==> config.mk <==
export PLATFORM = sky130hd
export DESIGN_NAME = perfect_ctrl
export DESIGN_NICKNAME = d
export VERILOG_FILES = /design/src/rtl/perfect_ctrl.sv
export SDC_FILE = /design/constraint.sdc
export NUM_CORES = 1
export LEC_CHECK = 0
export CORE_UTILIZATION = 38
export CTS_CLUSTER_SIZE = 30
export DETAILED_ROUTE_END_ITERATION = 12
export GPL_ROUTABILITY_DRIVEN = 1
export HOLD_SLACK_MARGIN = 0.02
export PLACE_DENSITY = 0.77
export SYNTH_ARGS = -nofsm -noshare
export SYNTH_HDL_FRONTEND = slang
export SYNTH_SLANG_ARGS = --single-unit
==> constraint.sdc <==
create_clock -name clk -period 1.9 [get_ports clk]
set_clock_uncertainty 0.2 [all_clocks]
set_input_delay 0.285 -clock clk [delete_from_list [all_inputs] [get_ports clk]]
set_output_delay 0.285 -clock clk [all_outputs]
set_load 0.005 [all_outputs]
Fig. 1: placement view
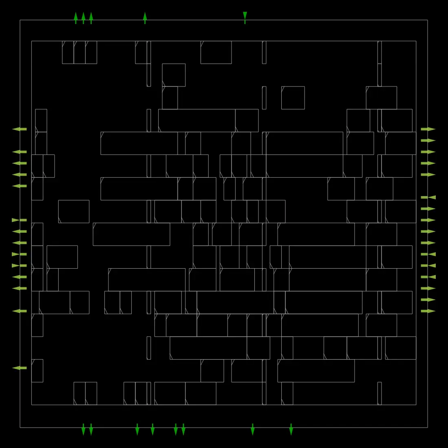
final core occ: 0.506
final non-filler cell total: 134
Core ar.: 2000 µm²

Fig. 2: metal 2
Cells faint in the background.
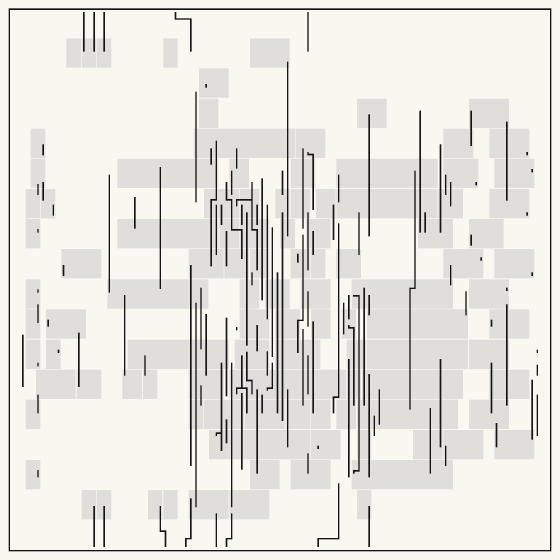
The wires run mostly vertical. The layer holds 48% of the routed length. 104 nets have wire on it.
total vias in the final route: 586
met2 routing resource usage after global routing: 0.201
final wirelength: 1310 µm

==> impl_metrics.ini <==
; generated from flow reports
[run_status]
outcome = complete, no violations

[synthesis]
numSynthFlops = 15
synth.cellmix.adderShare = 0
yosys.cell_count.top_type = buf_4
synth_stat.cells = 85
synth-simple-area-share = 0.151
yosysTopAreaCellShare = 0.452
yosys-top-cells-area = dfrtp_1 45%, buf_4 22%, a21oi_1 3.0%, nand2b_1 3.0%, o21ai_1 2.4%
postSynth.topFlopCell = dfrtp_1
syn_avg_cell_area_um2 = 9.77
yosys-mux-area-fraction = 0.0256
synth.largest_area_cell = dfrtp_1

[final_layout]
areaGrowthSynthToFinish_pct = 21.8
fillCellCount = 192
num-nets-final = 116
antenna_cells = 0
max_ffs_per_register = 4

[worst_setup_path]
r2r_slack_ns = 0.33
critical_path_peak_fanout = 2
critPathArrivalTime_ns = 1.36

[drt]
met3RoutedLength_um = 121
highest_layer = met4
detailroute.wirelength.met2_um = 635
wirelength_met1_um = 525
post_drt_via_cell_ratio = 4.37

[global_route]
antenna_found_initial = 0
largest_net_degree_at_the_start_of_global_routing = 16
grt_util_all_layers = 0.126
grt_pass1_wl_um = 2200

[clock_network]
cts_hold_buf = 0
postCtsSetupBuffers = 0
worst_skew_pair.late_latency_ns = 0.29
tritoncts.num_buffers = 3

[floorplan]
floorplanUtilization = 0.415
fp-row-count = 16
die-height_um = 48.8

[placed_design]
post_detailed_placement_half_perimeter_wirelength_um = 1030
routabilityCongestion = 0.788

[worst_hold_path]
holdCritPathClass = input pin to asynchronous set/reset pin

[timing]
finalCriticalPeriod_ns = 1.84
fin_hold_ws_ns = 0.107
layout_worst_path_cycle_share = 0.970
max_freq_mhz = 542

[pwr]
cellPowerDensity_nw_per_um2 = 1260
==> critical path, cell delays in order (launching register included) <==
cell and delay [ns]:
dfrtp_1 0.37, and2_4 0.15, buf_4 0.12, clkdlybuf4s50_1 0.43
==> per-stage QoR <==
step                setup WS [ns]  area [µm²]  TNS [ns]
floorplan                   0.540         902         0
global placement           -0.132         985    -0.245
detailed placement         -0.167         985    -0.352
CTS                        0.0397        1010         0
global route               0.0220        1010         0
finish                     0.0567        1010         0
==> metal layers <==
layer / vias to the layer above / global-route usage
li1: 284 / -
met1: 264 / 0.144
met2: 35 / 0.201
met3: 3 / 0.0472
met4: 0 / 0.0735
met5: - / 0
==> where the power goes <==
| part | internal, mW | switching [mW] |
|---|---|---|
| Combinational | 0.321 | 0.234 |
| Sequential | 0.430 | 0.109 |
| Clock | 0.0784 | 0.105 |
| Total | 0.829 | 0.448 |
==> final cells by class <==
class | instances | area, µm² | share of cell area
Clock inverter | 1 | 5.00 | 0.00494
Sequential cell | 15 | 375 | 0.371
Multi-Input combinational cell | 58 | 313 | 0.309
Tap cell | 27 | 33.8 | 0.0334
Timing Repair Buffer | 26 | 248 | 0.245
Clock buffer | 3 | 22.5 | 0.0222
Inverter | 4 | 15.0 | 0.0148
==> layout by cell type (no fill, tap or decap), types with 2 or more instances in the layout <==
master            n
clkdlybuf4s50_1  20
clkbuf_4          3
inv_1             3
nand2_1           2
dlygate4sd2_1     2
nor2_1            3
dfrtp_1          15
a21oi_1           5
o21ai_1           4
conb_1           20
nand2b_1          4
buf_4             4
o21ai_0           2
No activity file was given, so power comes from the tool's default toggle rates.
